Fig. 1: run 1, cell sizes after repair
(4 px per um)
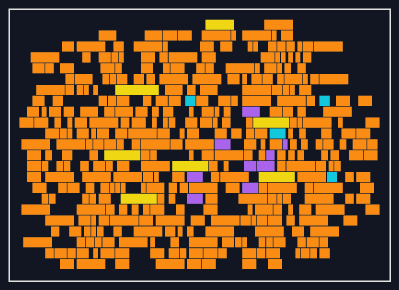
Fig. 2: run 1, cells coloured by class
(4 px per um)
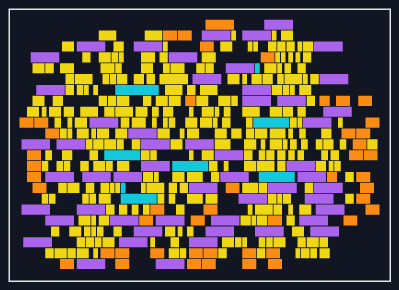
Fig. 3: run 1, sequential cells coloured by netlist name
(4 px per um) Other sequential cells in the stronger grey, the rest of the logic in the fainter grey.
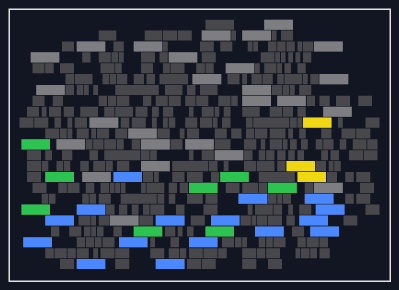
### config.mk
export PLATFORM = sky130hd
export DESIGN_NAME = fwft_byte_framer
export DESIGN_NICKNAME = d
export VERILOG_FILES = /design/src/rtl/framer_pkg.sv /design/src/rtl/framer_csum.sv /design/src/rtl/fwft_byte_framer.sv
export SDC_FILE = /design/constraint.sdc
export NUM_CORES = 1
export LEC_CHECK = 0
export CORE_ASPECT_RATIO = 0.7
export CORE_MARGIN = 2
export CORE_UTILIZATION = 51
export CTS_BUF_LIST = sky130_fd_sc_hd__clkbuf_16
export DETAILED_ROUTE_END_ITERATION = 10
export PLACE_DENSITY = 0.77
export SYNTH_ARGS = -nofsm -noshare
export SYNTH_HDL_FRONTEND = slang
export SYNTH_SLANG_ARGS = --single-unit
### constraint.sdc
create_clock -name sys_clk -period 4.4 [get_ports sys_clk]
set_input_delay 0.88 -clock sys_clk [delete_from_list [all_inputs] [get_ports sys_clk]]
set_output_delay 0.88 -clock sys_clk [all_outputs]
set_load 0.1 [all_outputs]
### src/rtl/framer_pkg.sv
// framer_pkg: types, constants and helpers for fwft_byte_framer.
//   state_t   : framer FSM state encoding (IDLE, HDR, SEQ, PAY, CSUM)
//   CRC8_POLY : CRC-8 generator polynomial x^8 + x^2 + x + 1
//   crc8_byte : folds one byte into a running CRC-8 (MSB-first, unreflected)
//   sum8_byte : folds one byte into a running 8-bit additive checksum
package framer_pkg;

  typedef enum logic [2:0] {
    IDLE = 3'd0,
    HDR  = 3'd1,
    SEQ  = 3'd2,
    PAY  = 3'd3,
    CSUM = 3'd4
  } state_t;

  localparam logic [7:0] CRC8_POLY = 8'h07;

  // One byte of CRC-8: xor the byte into the register, then shift out 8 bits.
  function automatic logic [7:0] crc8_byte(input logic [7:0] crc, input logic [7:0] data);
    logic [7:0] c;
    c = crc ^ data;
    for (int i = 0; i < 8; i++) begin
      if (c[7]) begin
        c = {c[6:0], 1'b0} ^ CRC8_POLY;
      end else begin
        c = {c[6:0], 1'b0};
      end
    end
    return c;
  endfunction

  // One byte of the additive checksum (wraps mod 256).
  function automatic logic [7:0] sum8_byte(input logic [7:0] acc, input logic [7:0] data);
    return acc + data;
  endfunction

endpackage

### src/rtl/framer_csum.sv
// framer_csum: frame checksum accumulator.
// Build option: FRAMER_CRC8_EN defined -> CRC-8 (poly 0x07, init 0x00);
//               undefined                -> 8-bit additive sum.
// Ports:
//   sys_clk : clock
//   rstn    : synchronous active-low reset (accumulator -> 0)
//   clr     : restart the checksum from its initial value and fold in din
//   upd     : fold din into the running checksum
//   din     : byte to fold in
//   csum    : current checksum (registered)
module framer_csum
  import framer_pkg::*;
(
  input  logic       sys_clk,
  input  logic       rstn,
  input  logic       clr,
  input  logic       upd,
  input  logic [7:0] din,
  output logic [7:0] csum
);

  logic [7:0] csum_r;
  logic [7:0] base_s;
  logic [7:0] next_s;

  // Select the starting value and apply the configured byte fold.
  always_comb begin
    base_s = csum_r;
    next_s = csum_r;
    if (clr) begin
      base_s = 8'h00;
    end else begin
      base_s = csum_r;
    end
    if (clr || upd) begin
`ifdef FRAMER_CRC8_EN
      next_s = crc8_byte(base_s, din);
`else
      next_s = sum8_byte(base_s, din);
`endif
    end else begin
      next_s = csum_r;
    end
  end

  // Checksum register.
  always_ff @(posedge sys_clk) begin
    if (!rstn) begin
      csum_r <= 8'h00;
    end else begin
      csum_r <= next_s;
    end
  end

  assign csum = csum_r;

endmodule

### src/rtl/fwft_byte_framer.sv
// fwft_byte_framer: pops bytes from a first-word-fall-through FIFO and emits
// fixed-length frames {HDR_BYTE, seq, PKT_LEN payload bytes, checksum} on a
// valid/ready byte stream. A frame only starts once a whole payload is
// buffered, so the payload never bubbles because of the FIFO.
// Build option: FRAMER_CRC8_EN selects a CRC-8 checksum instead of a sum.
// Ports:
//   sys_clk, rstn            : clock, synchronous active-low reset
//   enable                   : allows new frames to start
//   fifo_dout/empty/rd_count : FIFO head byte, empty flag, occupancy
//   fifo_rd_en               : FIFO pop strobe (combinational)
//   m_data/m_valid/m_last    : output byte stream (registered)
//   m_ready                  : sink ready
//   busy                     : FSM not idle
//   frame_cnt                : completed frames (wrapping)
module fwft_byte_framer
  import framer_pkg::*;
#(
  parameter int         PKT_LEN  = 16,
  parameter logic [7:0] HDR_BYTE = 8'hA5,
  parameter int         CNT_W    = 8
) (
  input  logic             sys_clk,
  input  logic             rstn,
  input  logic             enable,
  input  logic [7:0]       fifo_dout,
  input  logic             fifo_empty,
  input  logic [CNT_W-1:0] fifo_rd_count,
  output logic             fifo_rd_en,
  output logic [7:0]       m_data,
  output logic             m_valid,
  output logic             m_last,
  input  logic             m_ready,
  output logic             busy,
  output logic [15:0]      frame_cnt
);

  localparam logic [CNT_W-1:0] PKT_LEN_CNT = CNT_W'(PKT_LEN);
  localparam logic [7:0]       LAST_IDX    = 8'(PKT_LEN - 1);

  state_t      state_r;
  state_t      state_nxt_s;
  logic [7:0]  seq_r;
  logic [7:0]  byte_idx_r;
  logic [15:0] frame_cnt_r;
  logic [7:0]  m_data_r;
  logic        m_valid_r;
  logic        m_last_r;

  logic        slot_free_s;
  logic        pop_s;
  logic        load_s;
  logic [7:0]  load_data_s;
  logic        load_last_s;
  logic        csum_clr_s;
  logic        csum_upd_s;
  logic [7:0]  csum_din_s;
  logic        seq_inc_s;
  logic        idx_inc_s;
  logic        idx_clr_s;
  logic [7:0]  csum_s;

  // The output slot can take a new byte when empty or being drained this cycle.
  assign slot_free_s = !m_valid_r || m_ready;

  // Next-state and per-cycle control; every transition waits for a free slot.
  always_comb begin
    state_nxt_s = state_r;
    pop_s       = 1'b0;
    load_s      = 1'b0;
    load_data_s = 8'h00;
    load_last_s = 1'b0;
    csum_clr_s  = 1'b0;
    csum_upd_s  = 1'b0;
    csum_din_s  = 8'h00;
    seq_inc_s   = 1'b0;
    idx_inc_s   = 1'b0;
    idx_clr_s   = 1'b0;
    case (state_r)
      IDLE: begin
        if (enable && (fifo_rd_count >= PKT_LEN_CNT) && slot_free_s) begin
          state_nxt_s = HDR;
        end else begin
          state_nxt_s = IDLE;
        end
      end
      HDR: begin
        if (slot_free_s) begin
          load_s      = 1'b1;
          load_data_s = HDR_BYTE;
          state_nxt_s = SEQ;
        end else begin
          state_nxt_s = HDR;
        end
      end
      SEQ: begin
        if (slot_free_s) begin
          load_s      = 1'b1;
          load_data_s = seq_r;
          csum_clr_s  = 1'b1;
          csum_din_s  = seq_r;
          state_nxt_s = PAY;
        end else begin
          state_nxt_s = SEQ;
        end
      end
      PAY: begin
        // Pop is gated by rstn so the FIFO is never drained during reset.
        if (rstn && !fifo_empty && slot_free_s) begin
          pop_s       = 1'b1;
          load_s      = 1'b1;
          load_data_s = fifo_dout;
          csum_upd_s  = 1'b1;
          csum_din_s  = fifo_dout;
          if (byte_idx_r == LAST_IDX) begin
            idx_clr_s   = 1'b1;
            state_nxt_s = CSUM;
          end else begin
            idx_inc_s   = 1'b1;
            state_nxt_s = PAY;
          end
        end else begin
          state_nxt_s = PAY;
        end
      end
      CSUM: begin
        if (slot_free_s) begin
          load_s      = 1'b1;
          load_data_s = csum_s;
          load_last_s = 1'b1;
          seq_inc_s   = 1'b1;
          state_nxt_s = IDLE;
        end else begin
          state_nxt_s = CSUM;
        end
      end
      default: begin
        state_nxt_s = IDLE;
      end
    endcase
  end

  // FSM state register.
  always_ff @(posedge sys_clk) begin
    if (!rstn) begin
      state_r <= IDLE;
    end else begin
      state_r <= state_nxt_s;
    end
  end

  // Output byte register: loads only into a free slot, otherwise holds.
  always_ff @(posedge sys_clk) begin
    if (!rstn) begin
      m_data_r  <= 8'h00;
      m_valid_r <= 1'b0;
      m_last_r  <= 1'b0;
    end else if (slot_free_s) begin
      m_valid_r <= load_s;
      m_last_r  <= load_s && load_last_s;
      if (load_s) begin
        m_data_r <= load_data_s;
      end
    end
  end

  // Sequence number, payload index and completed-frame counter.
  always_ff @(posedge sys_clk) begin
    if (!rstn) begin
      seq_r       <= 8'h00;
      byte_idx_r  <= 8'h00;
      frame_cnt_r <= 16'h0000;
    end else begin
      if (seq_inc_s) begin
        seq_r       <= seq_r + 8'd1;
        frame_cnt_r <= frame_cnt_r + 16'd1;
      end
      if (idx_clr_s) begin
        byte_idx_r <= 8'h00;
      end else if (idx_inc_s) begin
        byte_idx_r <= byte_idx_r + 8'd1;
      end
    end
  end

  framer_csum u_csum (
    .sys_clk (sys_clk),
    .rstn    (rstn),
    .clr     (csum_clr_s),
    .upd     (csum_upd_s),
    .din     (csum_din_s),
    .csum    (csum_s)
  );

  assign fifo_rd_en = pop_s;
  assign m_data     = m_data_r;
  assign m_valid    = m_valid_r;
  assign m_last     = m_last_r;
  assign busy       = (state_r != IDLE);
  assign frame_cnt  = frame_cnt_r;

endmodule

==> results.py, run 1 <==
# Auto-generated metrics
metrics = {
    "min_path": {
        "min-delay-start": "m_last",
    },
    "pwr": {
        "power_density_mw_per_mm2": 364,
        "power.sequential.fraction_pct": 40.2,
        "power.share.switching_pct": 33.3,
        "peak_supply_drop_mv": 0.270,
    },
    "cells_and_area": {
        "clockBufferCount": 5,
        "combGateArea_mm2": 0.00175,
        "areaGrowthSynthToFinish_pct": 20.9,
        "comb_area_share_pct": 49.0,
    },
    "placement": {
        "place_worst_setup_slack_ps": 424,
        "numPortBuffers": 44,
    },
    "grt": {
        "grt_usage_pct": 22.6,
        "grt.met2_usage_pct": 36.9,
        "grt.overflow.total": 0,
    },
    "worst_setup_path": {
        "worstSetupStartpoint": "m_ready",
        "worst_setup_path_end_kind": "flop",
    },
    "route": {
        "vias_per_cell": 5.65,
    },
    "outcome": {
        "outcome": "complete, no violations",
    },
    "timing": {
        "final.hold.worst_slack_ps": 470,
        "final.setup.tns_ps": 0,
    },
    "clock_network": {
        "cts-root-to-sink-buffers": 2,
    },
    "yosys": {
        "yosys.area.top_type_share_pct": 36.0,
        "synth-edff-count": 0,
    },
}
Notes on Fig. 1 above:
legend:
  drive 2:
    colour: purple
    cells: 9
    most_used: o221a_2
  drive 6 and up:
    colour: yellow
    cells: 7
    most_used: clkbuf_16
  drive 3 to 4:
    colour: cyan
    cells: 4
    most_used: buf_4
  drive 1 or less:
    colour: orange
    cells: 354
    most_used: dfxtp_1

Notes on Fig. 2 above:
legend:
  other buffers and delay cells:
    colour: orange
    cells: 47
  flip-flops:
    colour: purple
    cells: 53
  all other logic:
    colour: yellow
    cells: 266
  clock drivers and dummy loads:
    colour: cyan
    cells: 8
fraction of area in registers: 29.8%
site row count: 23
final cell area excluding filler cells: 0.00356 mm2
post-layout util: 63.2%

Notes on Fig. 3 above:
legend:
  `state_r`:
    colour: yellow
    flops: 3
  `m_data`:
    colour: green
    flops: 8
  `frame_cnt`:
    colour: blue
    flops: 16
not coloured: 26
Flop area: 0.00106 mm2
sequential group power: 522 uW

run 1: state kept, by name, indices dropped and copies added (netlist names):
signal,count
m_last,1
frame_cnt,16
state_r,3
m_data,8
m_valid,1
byte_idx_r,8
u_csum.csum,8
seq_r,8
run 1: cells by family after synthesis:
group / count (synthesis) / synth area share, %
compound gates: 81 / 19.4
fa+ha+maj: 11 / 4.93
buf+inv: 29 / 4.71
mux: 5 / 1.70
simple gates: 135 / 25.3
xor+xnor: 27 / 8.03
flops: 53 / 36.0
run 1: stage by stage:
stage          util [%]  total power (uW)
2_1_floorplan         -               795
3_5_place_dp       60.3               874
5_1_grt            63.2              1350
6_report           63.2              1300
4_1_cts            63.2              1310
3_3_place_gp       60.3               869
==> run 1 -> run 2 <==
==> constraint.sdc (replaced) <==
create_clock -name sys_clk -period 3.9 [get_ports sys_clk]
set_input_delay 0.78 -clock sys_clk [delete_from_list [all_inputs] [get_ports sys_clk]]
set_output_delay 0.78 -clock sys_clk [all_outputs]
set_load 0.1 [all_outputs]
Fig. 4: run 2, cell sizes after repair
(4 px per um)
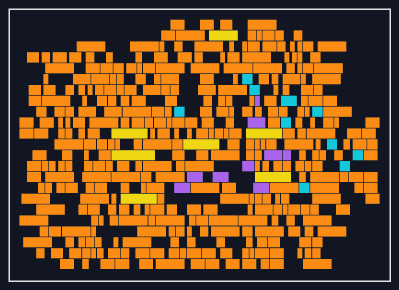
legend:
  drive 2:
    colour: purple
    cells: 9
    most_used: o221a_2
  drive 1 or less:
    colour: orange
    cells: 353
    most_used: dfxtp_1
  drive 3 to 4:
    colour: cyan
    cells: 10
    most_used: buf_4
  drive 6 and up:
    colour: yellow
    cells: 7
    most_used: clkbuf_16
non-clock buffer count in the final layout: 52
signed area change from the synthesized netlist to the final layout: 22.1%

==> run 2 against run 1 <==
Net effect:
- count of clock-buffer cells in the layout is the same
- worst hold slack got worse by 9.0 ps
- design area increased by 0.98%
- via count is 1.1% higher
- area after synthesis unchanged
- largest cell class unchanged
- largest power group unchanged
- highest routed layer unchanged
==> results.py, run 2 <==
# Auto-generated metrics
metrics = {
    "cells_and_area": {
        "finalInstanceArea_mm2": 0.00360,
        "clockBufferCount": 5,
        "fin_util_pct": 63.8,
        "seqAreaFraction_pct": 29.5,
        "flop_area_mm2": 0.00106,
        "largest_register_ff_count": 16,
        "combGateArea_mm2": 0.00175,
    },
    "outcome": {
        "outcome": "complete, no violations",
    },
    "worst_setup_path": {
        "ordered_cell_list_for_the_critical_path": "clkdlybuf4s50_1 > nand2b_1 > nand2_2 > or3_4 > inv_2 > a22o_1 > ha_1 > a21oi_1 > o211ai_1 > a31oi_1 > xnor2_1 > a21oi_1",
        "worstSetupStartpoint": "m_ready",
    },
    "min_path": {
        "min-delay-start": "m_last",
    },
    "pwr": {
        "power.sequential.fraction_pct": 40.1,
        "power_density_mw_per_mm2": 408,
        "finalPower_uw": 1470,
        "peak_supply_drop_mv": 0.282,
        "power.share.switching_pct": 33.3,
        "seq-power_uw": 588,
    },
    "clock_network": {
        "cts-root-to-sink-buffers": 2,
    },
    "yosys": {
        "yosys.area.top_type_share_pct": 36.0,
        "synth-edff-count": 0,
    },
    "floorplanning": {
        "placement_rows": 23,
    },
    "placement": {
        "numPortBuffers": 44,
        "place_worst_setup_slack_ps": 348,
    },
    "route": {
        "vias_per_cell": 5.65,
    },
    "timing": {
        "final.setup.tns_ps": 0,
    },
    "grt": {
        "grt.overflow.total": 0,
        "grt_usage_pct": 22.5,
    },
}
Fig. 5: run 2, placement view
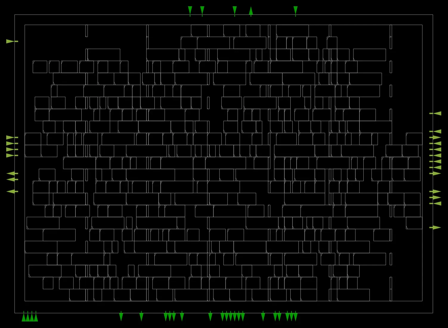
core box area: 0.00564 mm2
tapcells inserted: 75
count of sequential standard cells: 53

-- run 2: cell counts after synthesis --
Identical to the previous run, type by type.
-- run 2: kinds of logic (layout without fill, tap and decap cells) --
| kind of cell | Yosys count | in the layout | share of synthesized area [%] |
|---|---|---|---|
| AND/OR/NAND/NOR | 135 | 135 | 25.3 |
| AND-OR/OR-AND | 81 | 81 | 19.4 |
| flip-flops | 53 | 53 | 36.0 |
| buffers and inverters | 29 | 67 | 4.71 |
| XOR/XNOR | 27 | 27 | 8.03 |
| adder cells (fa/ha/maj) | 11 | 11 | 4.93 |
| multiplexers | 5 | 5 | 1.70 |
-- run 2: layer usage --
metal | vias up | share of wire [%]
li1 | 1296 | -
met1 | 1195 | 51
met2 | 69 | 43
met3 | 5 | 5.2
met4 | 0 | 0.70
met5 | - | 0
No activity file was given, so power comes from the tool's default toggle rates.
